===== src/rtl/interrupt_controller.sv =====
// Prioritising interrupt controller feeding int_sig/vector to the multicycle CPU control FSM.
// Optional build macro INTC_LEVEL_TRIG_EN selects level-sensitive pending instead of edge latching.
module interrupt_controller #(
    parameter int unsigned      N_IRQ     = 8,
    parameter logic [31:0]      VEC_BASE  = 32'h0000_0080,
    parameter int unsigned      VEC_SHIFT = 4,
    parameter logic [N_IRQ-1:0] MASK_RST  = '1
) (
    input  logic             clk,
    input  logic             rst,
    input  logic [N_IRQ-1:0] irq_in,
    input  logic             int_ack,
    input  logic             int_done,
    input  logic             mask_we,
    input  logic [N_IRQ-1:0] mask_wdata,
    output logic [N_IRQ-1:0] mask,
    output logic [N_IRQ-1:0] pending,
    output logic             int_sig,
    output logic [4:0]       int_id,
    output logic [31:0]      vector
);

    localparam int unsigned ID_W  = 5;
    localparam int unsigned VEC_W = 32;

    typedef enum logic [1:0] {
        IDLE    = 2'd0,
        REQ     = 2'd1,
        SERVICE = 2'd2
    } state_t;

    state_t            state, state_nxt;
    logic              int_sig_nxt;
    logic [ID_W-1:0]   int_id_nxt;
    logic [VEC_W-1:0]  vector_nxt;
    logic              ack_clr;

    logic [N_IRQ-1:0]  s1, s2;
    logic [N_IRQ-1:0]  req;
    logic [N_IRQ-1:0]  sel;
    logic [N_IRQ-1:0]  pending_nxt;
    logic              sel_enabled;
    logic [ID_W-1:0]   req_id;

    // Lowest set index wins; zero when nothing is set.
    function automatic logic [ID_W-1:0] lowest_idx(input logic [N_IRQ-1:0] v);
        logic [ID_W-1:0] idx;
        idx = '0;
        for (int i = int'(N_IRQ) - 1; i >= 0; i--) begin
            if (v[i]) idx = ID_W'(i);
        end
        return idx;
    endfunction

`ifdef INTC_LEVEL_TRIG_EN
    // Two-flop synchroniser; pending simply follows the synchronised level.
    always_ff @(posedge clk or negedge rst) begin
        if (!rst) begin
            s1 <= '0;
            s2 <= '0;
        end else begin
            s1 <= irq_in;
            s2 <= s1;
        end
    end

    assign pending_nxt = s2;
`else
    logic [N_IRQ-1:0] s3;

    // Two-flop synchroniser plus a delay flop for rising-edge detection.
    always_ff @(posedge clk or negedge rst) begin
        if (!rst) begin
            s1 <= '0;
            s2 <= '0;
            s3 <= '0;
        end else begin
            s1 <= irq_in;
            s2 <= s1;
            s3 <= s2;
        end
    end

    // A new edge on the line being acknowledged keeps the bit set.
    assign pending_nxt = (pending & ~(ack_clr ? sel : '0)) | (s2 & ~s3);
`endif

    assign req         = pending & mask;
    assign req_id      = lowest_idx(req);
    assign sel         = N_IRQ'(1) << int_id;
    assign sel_enabled = |(mask & sel);

    // Mask and pending status registers.
    always_ff @(posedge clk or negedge rst) begin
        if (!rst) begin
            mask    <= MASK_RST;
            pending <= '0;
        end else begin
            if (mask_we) mask <= mask_wdata;
            pending <= pending_nxt;
        end
    end

    // FSM state and registered request outputs.
    always_ff @(posedge clk or negedge rst) begin
        if (!rst) begin
            state   <= IDLE;
            int_sig <= 1'b0;
            int_id  <= '0;
            vector  <= VEC_BASE;
        end else begin
            state   <= state_nxt;
            int_sig <= int_sig_nxt;
            int_id  <= int_id_nxt;
            vector  <= vector_nxt;
        end
    end

    // Next state: latch in IDLE, hold in REQ until ack or withdrawal, wait for RFE in SERVICE.
    always_comb begin
        state_nxt   = state;
        int_sig_nxt = int_sig;
        int_id_nxt  = int_id;
        vector_nxt  = vector;
        ack_clr     = 1'b0;

        case (state)
            IDLE: begin
                int_sig_nxt = 1'b0;
                if (|req) begin
                    int_id_nxt  = req_id;
                    vector_nxt  = VEC_BASE + (VEC_W'(req_id) << VEC_SHIFT);
                    int_sig_nxt = 1'b1;
                    state_nxt   = REQ;
                end
            end
            REQ: begin
                int_sig_nxt = 1'b1;
                if (int_ack) begin
                    ack_clr     = 1'b1;
                    int_sig_nxt = 1'b0;
                    state_nxt   = SERVICE;
                end else if (!sel_enabled) begin
                    int_sig_nxt = 1'b0;
                    state_nxt   = IDLE;
                end
            end
            SERVICE: begin
                int_sig_nxt = 1'b0;
                if (int_done) state_nxt = IDLE;
            end
            default: begin
                int_sig_nxt = 1'b0;
                state_nxt   = IDLE;
            end
        endcase
    end

endmodule


===== config.mk =====
export PLATFORM = sky130hd
export DESIGN_NAME = interrupt_controller
export DESIGN_NICKNAME = d
export VERILOG_FILES = /design/src/rtl/interrupt_controller.sv
export SDC_FILE = /design/constraint.sdc
export NUM_CORES = 1
export LEC_CHECK = 0
export ABC_AREA = 1
export CAP_MARGIN = 10
export CORE_MARGIN = 3
export CORE_UTILIZATION = 30
export CTS_CLUSTER_DIAMETER = 50
export CTS_CLUSTER_SIZE = 16
export DETAILED_ROUTE_END_ITERATION = 16
export PLACE_DENSITY = 0.67
export SLEW_MARGIN = 15
export SYNTH_ARGS = -nofsm -noshare
export SYNTH_HDL_FRONTEND = slang
export SYNTH_SLANG_ARGS = --single-unit
export TNS_END_PERCENT = 100

===== constraint.sdc =====
create_clock -name clk -period 2.4 [get_ports clk]
set_input_delay 0.36 -clock clk [delete_from_list [all_inputs] [get_ports clk]]
set_output_delay 0.36 -clock clk [all_outputs]
set_load 0.01 [all_outputs]

==> run_1/m2.png <==
Bar = 20 um.
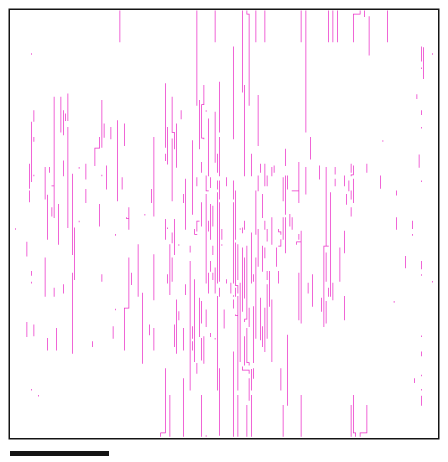
share of all routed wire	46%
wire length on this layer	1660 um
main direction	vertical
nets with wire on the layer	213

==> run_1/port_trees.png <==
Bar = 20 um.
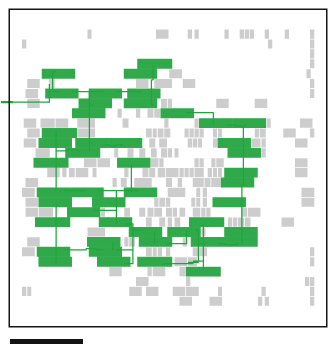
colour	port	bits	direction	edge	end cells	buffers	wire
green	rst	1	input	west	46	2	297 um

==> run_1/ff_map.png <==
Other sequential cells in the stronger grey, the rest of the logic in the fainter grey.
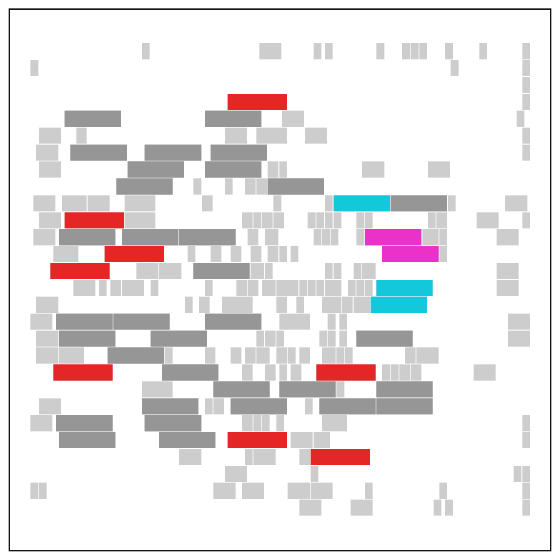
colour	signal	sequential cells
red	mask	8
magenta	state	2
cyan	vector	3

## run 1: metrics by stage
step	cell area, um2	instances
final	2410	311
after global routing	2410	311
after CTS	2410	311
after detailed placement	2310	303
after global placement	2310	303
after floorplan	2070	221
## run 1: final cells by class
cell class              count  area (um2)
well taps                  75        93.8
flip-flops and latches     46        1160
fillers                   593        3720
clock buffers               7        86.3
repair buffers             44         433
clock inverters             1        5.00
inverters                  20        77.6
multi-input cells         118         549
## run 1: per-layer routing
layer	part of all wire	global-route usage	vias up
li1	-	-	633
met5	0	0	-
met4	0.023	0.0467	0
met3	0.098	0.0416	8
met2	0.46	0.164	58
met1	0.42	0.129	582
## run 1: registers in the layout, indices dropped and copies added, names as in the netlist
signal / count
s3: 8
vector: 3
pending: 8
state: 2
s1: 8
mask: 8
s2: 8
int_sig: 1
==> reports/summary.json, run 1 <==
{
  "run_status": {
    "run_status": "completed"
  },
  "clocking": {
    "worst_skew_pair.late_latency_ns": 0.29,
    "clock_path_buffers": 2,
    "clk_pin_slew_ns": 0.07
  },
  "synthesis": {
    "top_cell": "sky130_fd_sc_hd__dfrtp_1",
    "synthesized_registers": 46,
    "edf_count": 0,
    "ys_cells": 192,
    "synth.mux.area_fraction": 0.0230,
    "synthesis.instances": 192,
    "top_cells_by_area": "sky130_fd_sc_hd__dfrtp_1 48%, sky130_fd_sc_hd__buf_4 13%, sky130_fd_sc_hd__dfstp_2 11%",
    "top_area_frac": 0.485,
    "yosys-stat-area_mm2": 0.00196
  },
  "critical_path": {
    "cp_num_cells": 1,
    "max_stage_delay_ns": 0.63,
    "worst_path_dominant_cell_family": "buffers and inverters",
    "setup.worst_path.class": "register to output port",
    "regToRegEndpoint": "int_sig$_DFF_PN0_"
  },
  "detailed_routing": {
    "vias_per_cell": 4.12,
    "drt_iter0_markers": 47
  },
  "global_route": {
    "grt_usage": 0.105,
    "first_global_vias": 1243,
    "grt_start_max_net_pins": 45
  },
  "power_and_ir_drop": {
    "sequential_logic_power_w": 0.00103,
    "clock_group_share_of_total_power": 0.216,
    "netSwitchingFraction": 0.328
  },
  "job": {
    "max_capacitance_violation_total": 0
  },
  "cells_and_area": {
    "final_layout_top_logic_cells": "42 x sky130_fd_sc_hd__clkdlybuf4s50_1, 38 x sky130_fd_sc_hd__dfrtp_1, 33 x sky130_fd_sc_hd__nand2_1"
  },
  "timing": {
    "grt_setup_unrepaired": "false",
    "period_needed_ns": 1.87,
    "finalSetupViolCount": 0,
    "setup_total_negative_slack_ns": 0
  },
  "floorplanning": {
    "io_pins": 75
  },
  "hold_path": {
    "hp-class": "primary input to async pin"
  },
  "placed_design": {
    "place.detailed.hpwl_mm": 2.76
  }
}
--- run 2 (diff from run 1) ---
Settings changed: PLACE_DENSITY 0.67 to 0.7.
Clock period 2.4 ns to 1.65 ns, I/O delays scaled along.
==> reports/summary.json, run 2 <==
{
  "critical_path": {
    "setup.worst_path.class": "register to output port",
    "timing.critical_path.to_type": "output port",
    "worstPathArrival_ns": 1.33,
    "worst_path_dominant_cell_family": "buffers and inverters",
    "max_stage_delay_ns": 0.56
  },
  "job": {
    "max_capacitance_violation_total": 0
  },
  "placed_design": {
    "placedCellCount": 306,
    "dpl_cell_area_mm2": 0.00234
  },
  "cells_and_area": {
    "multi_input_comb_cells": 118,
    "final_layout_top_logic_cells": "37 x sky130_fd_sc_hd__dfrtp_1, 34 x sky130_fd_sc_hd__clkdlybuf4s50_1, 33 x sky130_fd_sc_hd__nand2_1",
    "area_share_clock_buf_inv": 0.0392,
    "stdcell_count": 314,
    "n_all_buffers": 47,
    "comb_area_share": 0.227,
    "nNonClkInverters": 20,
    "seq_area_frac": 0.480,
    "layout.clock_buffers": 5,
    "layout.area.top_class": "flip-flops and latches",
    "comb_area_um2": 549,
    "antenna_cells_inserted": 0,
    "seqCellArea_mm2": 0.00116,
    "nonClkBufAreaFrac": 0.184
  },
  "clocking": {
    "clock_path_buffers": 2,
    "clk_pin_slew_ns": 0.09
  },
  "detailed_routing": {
    "route.layer.met1.wl_mm": 1.58,
    "wl_met2_mm": 1.58,
    "vias_per_cell": 4.12,
    "drt_iter0_markers": 53
  },
  "global_route": {
    "grt_start_max_net_pins": 47,
    "grt_usage": 0.100,
    "grt.met2_usage": 0.153,
    "grt_util_met1": 0.132,
    "groute.layer.met3.usage": 0.0322,
    "first_global_vias": 1236
  },
  "synthesis": {
    "ys_sh_aoi": 0.0759,
    "synthesis.instances": 192,
    "top_cell": "sky130_fd_sc_hd__dfrtp_1",
    "synth_xor_xnor_area_share": 0,
    "synthesized_registers": 46,
    "ys_cells": 192,
    "edf_count": 0,
    "synth.mux.area_fraction": 0.0230,
    "top_area_frac": 0.485
  },
  "timing": {
    "finalSetupViolCount": 0,
    "period_needed_ns": 1.57,
    "postLayoutSetupSlackWorst_ns": 0.0772
  },
  "run_status": {
    "run_status": "completed"
  },
  "hold_path": {
    "hp-class": "primary input to async pin"
  }
}
## run 2: cell counts after synthesis
No cell type changed its count.
## run 2: worst paths after layout
| path | endpoint | cells after the start | start |
|---|---|---|---|
| max reg2reg | vector[5]$_DFFE_PN0N_ | 7 | mask[3]$_DFFE_PN1P_ |
| max | vector[6] | 1 | vector[6]$_DFFE_PN0N_ |
| min reg2reg | s2[4]$_DFF_PN0_ | 0 | s1[4]$_DFF_PN0_ |
| max in group asynchronous | vector[6]$_DFFE_PN0N_ | 2 | rst |
| min | s1[1]$_DFF_PN0_ | 2 | rst |
| min in group clk | s2[4]$_DFF_PN0_ | 0 | s1[4]$_DFF_PN0_ |
## run 2: where the power goes
group          internal, W  total, W  switching, W
Combinational     0.000481   0.00104      0.000555
Sequential         0.00131   0.00145      0.000135
Clock             0.000314  0.000710      0.000396
==> run_2/layers.png <==
Two of the layers only.
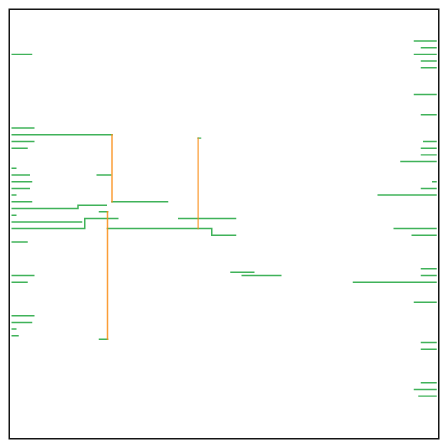
colour	layer	wire length
green	M3	312 um
orange	M4	57.8 um

==> run_2/placed.png <==
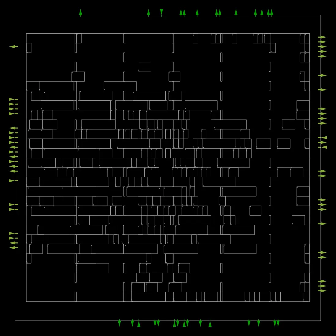
sequential cell count of the final layout: 46
area of the core: 0.00613 mm2
final standard cell utilization of the core: 0.395
well tap count: 75

==> run_2/ff_map.png <==
Other sequential cells in the stronger grey, the rest of the logic in the fainter grey.
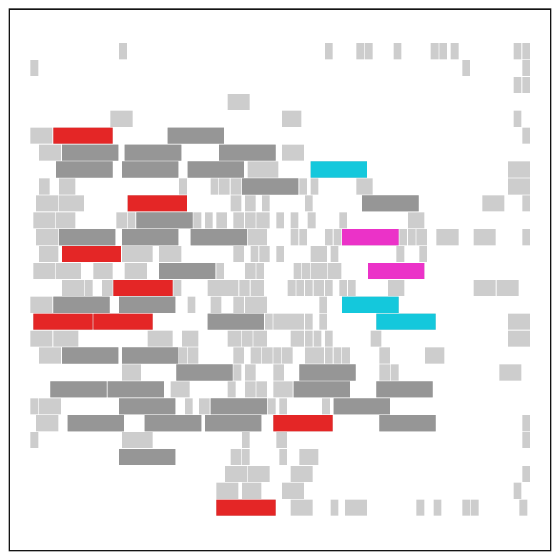
colour	signal	sequential cells
magenta	state	2
red	mask	8
cyan	vector	3

--- run 3 (diff from run 2) ---
Settings changed: CORE_ASPECT_RATIO set to 0.6, HOLD_SLACK_MARGIN set to 0.06, SLEW_MARGIN 15 to 30.
==> reports/summary.json, run 3 <==
{
  "cells_and_area": {
    "layout.area.top_class": "flip-flops and latches",
    "nNonClkInverters": 20,
    "n_all_buffers": 50,
    "fill_cells": 637,
    "antenna_cells_inserted": 0,
    "area_share_clock_buf_inv": 0.0352,
    "comb_area_um2": 549,
    "sequential_cell_total": 46,
    "multi_input_comb_cells": 118,
    "stdcell_count": 326,
    "final_layout_top_logic_cells": "36 x sky130_fd_sc_hd__dfrtp_1, 34 x sky130_fd_sc_hd__clkdlybuf4s50_1, 33 x sky130_fd_sc_hd__nand2_1",
    "final_standard_cell_area_without_fillers_mm2": 0.00246,
    "seqCellArea_mm2": 0.00116
  },
  "power_and_ir_drop": {
    "maxPowerGroup": "sequential cells",
    "power.clock.total_w": 0.000670,
    "netSwitchingFraction": 0.343,
    "combinationalPower_w": 0.00109,
    "sequential_logic_power_w": 0.00148,
    "intPower_w": 0.00212,
    "power.share.combinational": 0.337
  },
  "synthesis": {
    "synth.mux.area_fraction": 0.0230,
    "edf_count": 0,
    "yosys-stat-area_mm2": 0.00196,
    "top_area_frac": 0.485,
    "ys_sh_aoi": 0.0759,
    "synth_xor_xnor_area_share": 0,
    "synthesis.instances": 192,
    "top_cell": "sky130_fd_sc_hd__dfrtp_1"
  },
  "floorplanning": {
    "core_mm2": 0.00622,
    "tap_cells": 84
  },
  "critical_path": {
    "worst_path_dominant_cell_family": "buffers and inverters",
    "worstPathArrival_ns": 1.34,
    "max_stage_delay_ns": 0.58
  },
  "timing": {
    "postLayoutSetupSlackWorst_ns": 0.0632,
    "setup_total_negative_slack_ns": 0,
    "grt_setup_unrepaired": "false",
    "period_needed_ns": 1.59
  },
  "detailed_routing": {
    "routed-wl-met3_um": 409,
    "vias_per_cell": 4.06,
    "route.layer.met1.wl_mm": 1.94,
    "top_layer": "met4",
    "drt_iter0_markers": 66
  },
  "global_route": {
    "grt_start_max_net_pins": 47,
    "grt_usage": 0.112,
    "grt.met2_usage": 0.151,
    "globalRoute.busiestLayer": "met1",
    "grt_util_met1": 0.151
  },
  "placed_design": {
    "dpl_cell_area_mm2": 0.00235,
    "place.detailed.hpwl_mm": 2.98
  },
  "job": {
    "max_capacitance_violation_total": 0
  },
  "clocking": {
    "worst_skew_pair.late_latency_ns": 0.31,
    "clk_pin_slew_ns": 0.08,
    "clock_path_buffers": 2
  },
  "run_status": {
    "run_status": "completed"
  },
  "hold_path": {
    "hp-class": "register to register"
  }
}
run 3: path summary, 6_finish.rpt:
check                      cells after the start             startpoint                    end  slack [ns]
max in group asynchronous                      3                    rst  vector[4]$_DFFE_PN0N_        0.67
hold / removal                                 0        s1[7]$_DFF_PN0_        s2[7]$_DFF_PN0_        0.35
setup / recovery                               1  vector[6]$_DFFE_PN0N_              int_id[2]        0.06
min in group asynchronous                      3                    rst        s1[3]$_DFF_PN0_        0.55
setup reg to reg                               8  vector[6]$_DFFE_PN0N_      int_sig$_DFF_PN0_        0.34
hold reg to reg                                0        s1[7]$_DFF_PN0_        s2[7]$_DFF_PN0_        0.35
run 3: logic make-up after synthesis:
family,count (synthesis)
mux,4
other cells,2
flops,46
compound gates,28
simple gates,55
buf+inv,57
==> run_3/port_trees.png <==
Bar = 20 um.
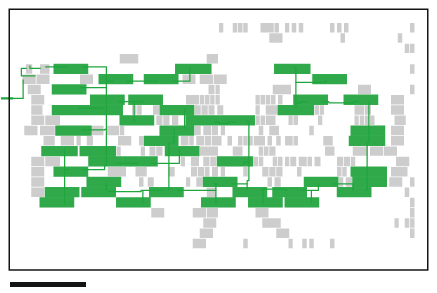
colour	port	bits	direction	edge	end cells	buffers	wire
green	rst	1	input	west	46	3	324 um

==> run_3/ff_map.png <==
Other sequential cells in the stronger grey, the rest of the logic in the fainter grey.
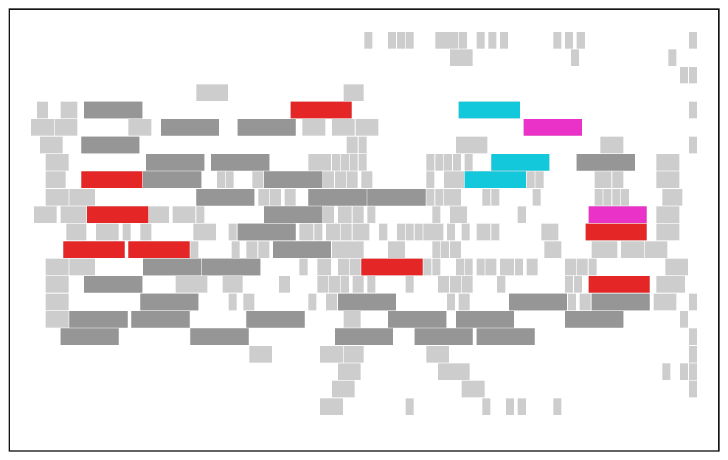
final standard cell utilization of the core: 0.395
fraction of area in registers: 0.474

==> run_3/layers.png <==
Two of the layers only.
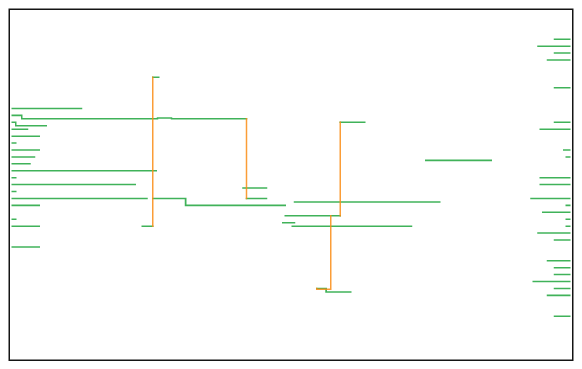
colour	layer	wire length
green	M3	410 um
orange	M4	80.6 um

No activity file was given, so power comes from the tool's default toggle rates.
